<file path="src/rtl/hwag_pkg.sv">
// Shared state type and default wheel constants for the crank tooth synchroniser.
package hwag_pkg;

    typedef enum logic [1:0] {SEARCH, VERIFY, SYNCED} hwag_state_t;

    localparam int unsigned DEF_TEETH  = 58;
    localparam int unsigned DEF_TCNT_W = 6;
    localparam int unsigned DEF_WIDTH  = 24;
    localparam int unsigned GAP_RATIO  = 2;

endpackage

</file>
<file path="src/rtl/hwag_period_hist.sv">
// Saturating tooth-period counter, three-deep period history and gap detector.
module hwag_period_hist
    import hwag_pkg::*;
#(
    parameter int unsigned WIDTH = DEF_WIDTH
) (
    input  logic             clk,
    input  logic             rst,
    input  logic             ena,
    input  logic             edge_in,
    input  logic             resync,
    output logic [WIDTH-1:0] period,
    output logic             gap,
    output logic             stall_evt
);

    localparam logic [WIDTH-1:0] CNT_MAX = '1;

    logic [WIDTH-1:0] cnt;
    logic [WIDTH-1:0] hist [3];
    logic [1:0]       vcnt;
    logic             edge_acc;
    logic [WIDTH:0]   thresh;

    // resync swallows a coincident edge; the counter keeps running through it
    assign edge_acc  = edge_in && !resync;
    assign stall_evt = ena && !resync && !edge_acc && (cnt == CNT_MAX - 1'b1);
    assign period    = cnt;
    assign thresh    = (WIDTH+1)'(GAP_RATIO) * {1'b0, hist[0]};
    assign gap       = edge_acc && (vcnt != 2'd0) && (hist[0] != '0) && ({1'b0, cnt} > thresh);

    always_ff @(posedge clk or negedge rst) begin
        if (!rst) begin
            cnt     <= '0;
            hist[0] <= '0;
            hist[1] <= '0;
            hist[2] <= '0;
            vcnt    <= 2'd0;
        end else begin
            if (edge_acc) begin
                cnt <= {{(WIDTH-1){1'b0}}, ena};
            end else if (ena && cnt != CNT_MAX) begin
                cnt <= cnt + 1'b1;
            end

            if (resync || stall_evt) begin
                hist[0] <= '0;
                hist[1] <= '0;
                hist[2] <= '0;
                vcnt    <= 2'd0;
            end else if (edge_acc) begin
                hist[2] <= hist[1];
                hist[1] <= hist[0];
                hist[0] <= cnt;
                if (vcnt != 2'd2) begin
                    vcnt <= vcnt + 1'b1;
                end
            end
        end
    end

endmodule

</file>
<file path="src/rtl/hwag_tooth_sync.sv">
// Missing-tooth wheel synchroniser: verifies a full revolution, then tracks tooth number.
module hwag_tooth_sync
    import hwag_pkg::*;
#(
    parameter int unsigned WIDTH  = DEF_WIDTH,
    parameter int unsigned TEETH  = DEF_TEETH,
    parameter int unsigned TCNT_W = DEF_TCNT_W
) (
    input  logic              clk,
    input  logic              rst,
    input  logic              ena,
    input  logic              edge_in,
    input  logic              resync,
    output logic              sync,
    output logic [TCNT_W-1:0] tooth_num,
    output logic              tooth_stb,
    output logic              gap_stb,
    output logic [WIDTH-1:0]  period_last,
    output logic              sync_err,
    output logic              stall
);

    localparam logic [TCNT_W-1:0] LAST_TOOTH = TCNT_W'(TEETH - 1);

    hwag_state_t      state;
    logic [WIDTH-1:0] period;
    logic             gap;
    logic             stall_evt;
    logic             last;

    hwag_period_hist #(
        .WIDTH(WIDTH)
    ) u_hist (
        .clk      (clk),
        .rst      (rst),
        .ena      (ena),
        .edge_in  (edge_in),
        .resync   (resync),
        .period   (period),
        .gap      (gap),
        .stall_evt(stall_evt)
    );

    assign last = (tooth_num == LAST_TOOTH);

    always_ff @(posedge clk or negedge rst) begin
        if (!rst) begin
            state       <= SEARCH;
            sync        <= 1'b0;
            tooth_num   <= '0;
            tooth_stb   <= 1'b0;
            gap_stb     <= 1'b0;
            period_last <= '0;
            sync_err    <= 1'b0;
            stall       <= 1'b0;
        end else begin
            tooth_stb <= 1'b0;
            gap_stb   <= 1'b0;
            sync_err  <= 1'b0;
            stall     <= 1'b0;
            if (resync) begin
                state     <= SEARCH;
                sync      <= 1'b0;
                tooth_num <= '0;
            end else if (stall_evt) begin
                state     <= SEARCH;
                sync      <= 1'b0;
                tooth_num <= '0;
                stall     <= 1'b1;
            end else if (edge_in) begin
                tooth_stb   <= 1'b1;
                period_last <= period;
                case (state)
                    SEARCH: begin
                        tooth_num <= '0;
                        if (gap) begin
                            state   <= VERIFY;
                            gap_stb <= 1'b1;
                        end
                    end
                    VERIFY, SYNCED: begin
                        if (gap && last) begin
                            state     <= SYNCED;
                            sync      <= 1'b1;
                            tooth_num <= '0;
                            gap_stb   <= 1'b1;
                        end else if (gap || last) begin
                            // early gap or missing gap: restart the search from scratch
                            state     <= SEARCH;
                            sync      <= 1'b0;
                            tooth_num <= '0;
                            sync_err  <= 1'b1;
                        end else begin
                            tooth_num <= tooth_num + 1'b1;
                        end
                    end
                    default: state <= SEARCH;
                endcase
            end
        end
    end

endmodule

</file>
<file path="config.mk">
export PLATFORM = sky130hd
export DESIGN_NAME = hwag_tooth_sync
export DESIGN_NICKNAME = d
export VERILOG_FILES = /design/src/rtl/hwag_pkg.sv /design/src/rtl/hwag_period_hist.sv /design/src/rtl/hwag_tooth_sync.sv
export SDC_FILE = /design/constraint.sdc
export NUM_CORES = 1
export LEC_CHECK = 0
export ABC_AREA = 1
export CELL_PAD_IN_SITES_DETAIL_PLACEMENT = 1
export CELL_PAD_IN_SITES_GLOBAL_PLACEMENT = 1
export CORE_AREA = 10 10 134 148
export CTS_BUF_LIST = sky130_fd_sc_hd__clkbuf_8
export CTS_CLUSTER_DIAMETER = 80
export DETAILED_ROUTE_END_ITERATION = 10
export DIE_AREA = 0 0 144 158
export GPL_ROUTABILITY_DRIVEN = 0
export MAX_ROUTING_LAYER = met4
export PLACE_DENSITY = 0.65
export SETUP_SLACK_MARGIN = 0.02
export SLEW_MARGIN = 20
export SYNTH_ARGS = -nofsm -noshare
export SYNTH_HDL_FRONTEND = slang
export SYNTH_SLANG_ARGS = --single-unit
</file>
<file path="constraint.sdc">
create_clock -name clk -period 6.09 [get_ports clk]
set_input_delay 1.218 -clock clk [delete_from_list [all_inputs] [get_ports clk]]
set_output_delay 1.218 -clock clk [all_outputs]
set_load 0.02 [all_outputs]
</file>
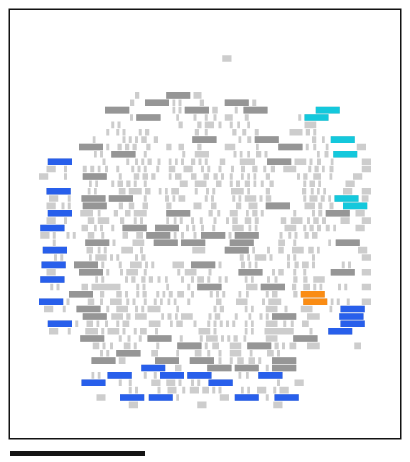
(images/flops_by_reg.png)
Scale bar: 50 um. Other sequential cells in the stronger grey, the rest of the logic in the fainter grey.
[blue] period_last | sequential cells: 24
[cyan] tooth_num | sequential cells: 6
[orange] state | sequential cells: 2
not coloured: 55
FF+latch area: 2180 um2
share of the final layout cell area in sequential cells: 37.9%

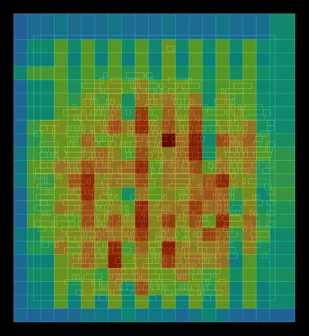
(images/congestion.png)
grt met1 use: 15.6%
final design utilization: 34.1%
grt met2 use: 24.1%

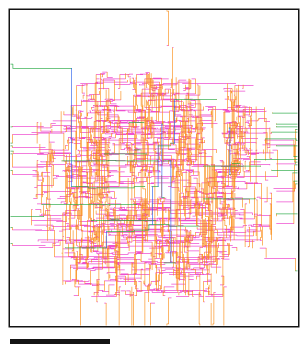
(images/wires.png)
Scale bar: 50 um.
[green] metal 3 | wire length: 556 um
[blue] metal 4 | wire length: 239 um
[magenta] metal 1 | wire length: 6530 um
[orange] metal 2 | wire length: 7390 um
aggregate routed wire length: 14.7 mm
Via Count: 4296
global-route usage over all layers: 13.9%
routed length per instance: 16.9 um

==> ds_physical_params.txt <==
Table: implementation figures

Parameter                              Value

Outcome
  Result of the run    finished, final reports clean

Synthesis
  Synthesized-area fraction occupied by xor and xnor cells    less than 1%
  Fa+ha+maj area frac    ~8.4%
  Largest cells by area    sky130_fd_sc_hd__dfrtp_1, sky130_fd_sc_hd__nand2_1, sky130_fd_sc_hd__ha_1
  Sequential-to-total area share from yosys stat    between 40% and 50%
  Post-Syn Nets    roughly 660
  FF+latch count, synth    between 80 and 90
  Cell count in the Yosys report    623
  Area reported by Yosys stat    about 4900 um2
  Top-count cell post-synth    sky130_fd_sc_hd__nand2_1
  Compound-Gate Fraction of Synth Area    a little under a tenth
  Prevailing post-synth register cell    sky130_fd_sc_hd__dfrtp_1

CTS
  Clock tree root buffer cell    sky130_fd_sc_hd__clkbuf_8
  Clock slew at the register clock pins of the worst setup and hold paths    ~90 ps
  Hold buffers post-CTS    0
  Clock tree from TritonCTS    done

Setup path
  CP max stage cell    sky130_fd_sc_hd__clkdlybuf4s50_1
  Largest fanout on the critical path    32
  Levels on crit path    15
  Critical path's most frequent cell    sky130_fd_sc_hd__nand2_1
  Endpoint class of the critical path    flip-flop
  Kind of critical path    in2reg
  Register-to-Register Path Depth    15

Detailed routing
  Met3 wire length    556 um
  Uppermost routed layer    met4
  Count of antenna-violating nets left after detailed routing    0
  Detailed-route wire length on metal 1    between 6 and 7 mm

Finish
  Ant. Diodes    0
  Count of nets after finishing    699

Timing
  Setup TNS    0 ps
  Clk_skew    approximately 11 ps
  Total setup violations reported at the end of the flow    0
  Period utilization    roughly 61%
  Fin crit period    between 3000 and 4000 ps

Pwr
  Power in sequential cells    around 0.00061 W
  Group drawing the most power    registers
  Clock share of power    between 30% and 40%
  Total power divided by cell area    roughly 210 nW/um2
  Sequential share of power    49.6%
  Power in combinational cells    approximately 0.00014 W

Floorplan
  Die Span Y    between 150 and 200 um
  # IOs    ~40
  Effective utilization at floorplan    about 29%

GRT
  Global-route wire length before repair    roughly 24 mm
  Via count of the first global-routing pass    ~4600

Run
  Max-cap check violation count    0

Worst hold path
  Hold crit path type    reg2reg

Placed design
  Number of port buffers    39
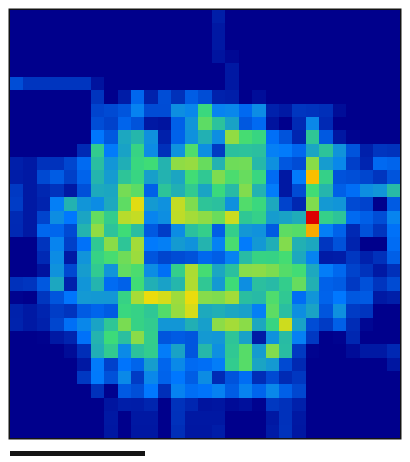
(images/metal_density.png)
Scale bar: 50 um. The die is cut into 29 by 32 equal tiles; dark blue is low, red is high, scaled to the fullest tile. Values are wire area over tile area, all layers added.
emptiest ninth of the die: upper right
nearly empty tiles: 36%
mean over tiles: 0.10
fullest tile: 0.55

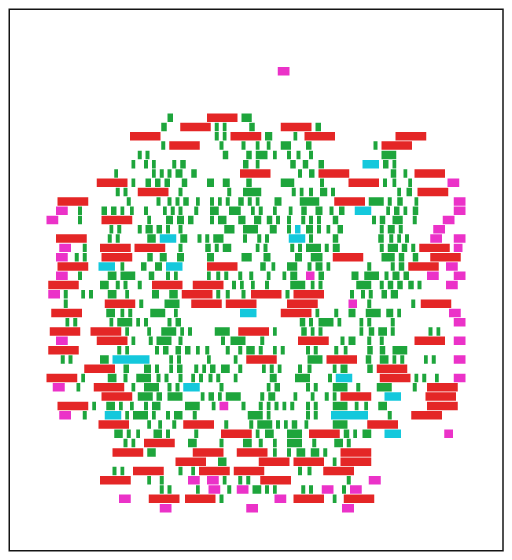
(images/placement_by_type.png)
[red] flops | cells: 87 | share of their area: 40%
[green] combinational and other logic | cells: 520 | share of their area: 48%
[magenta] other buffers and delay cells | cells: 43 | share of their area: 7.6%
[cyan] clock drivers and dummy loads | cells: 15 | share of their area: 4.2%
Final Cell Area: 5740 um2
area of the core: 16800 um2
Placement Rows: 50

## layout by cell type (no fill, tap or decap), drive strengths merged, types with 2 or more instances in the layout
| cell type | netlist | routed |
|---|---|---|
| clkbuf | 9 | 12 |
| dfrtp | 87 | 87 |
| nor3b | 2 | 2 |
| nand3 | 23 | 23 |
| buf | 7 | 5 |
| nor3 | 15 | 15 |
| nand2 | 192 | 192 |
| clkdlybuf4s50 | 0 | 38 |
| ha | 33 | 33 |
| a21boi | 2 | 2 |
| nand4 | 16 | 16 |
| o31ai | 24 | 24 |
| nor2 | 76 | 76 |
| a21oi | 22 | 22 |
| a21o | 2 | 2 |
| bufinv | 0 | 2 |
| xor2 | 4 | 4 |
| inv | 78 | 78 |
| o21ai | 19 | 19 |
| nor4 | 3 | 3 |
## flip-flops by register name (all words and copies together) (netlist names)
register       flops
state              2
sync_err           1
period_last       24
tooth_stb          1
sync               1
stall              1
tooth_num          6
u_hist.period     24
u_hist.hist       24
u_hist.vcnt        2
gap_stb            1
## cell families (layout without fill, tap and decap cells)
kind of cell,count (synthesis),in the layout
simple gates,331,331
xor+xnor,5,5
fa+ha+maj,33,33
buf+inv,94,136
compound gates,73,73
flops,87,87
## layout make-up
class | count | area share [%]
Clock buffer | 12 | 2.88
Clock inverter | 3 | 1.13
Inverter | 78 | 5.14
Multi-Input combinational cell | 442 | 41.1
Sequential cell | 87 | 37.9
Tap cell | 208 | 4.53
Timing Repair Buffer | 43 | 7.28
## stage by stage
step	cells	cell area, um2	power, W	hold slack, ps	util, %
2_1_floorplan	623	4920	0.000696	501	-
3_3_place_gp	858	5510	0.000748	455	32.7
3_5_place_dp	858	5510	0.000756	458	32.7
4_1_cts	873	5740	0.00124	478	34.1
5_1_grt	873	5740	0.00128	494	34.1
6_report	873	5740	0.00122	477	34.1
Power figures rest on the tool's default switching activity, not on a simulated workload.
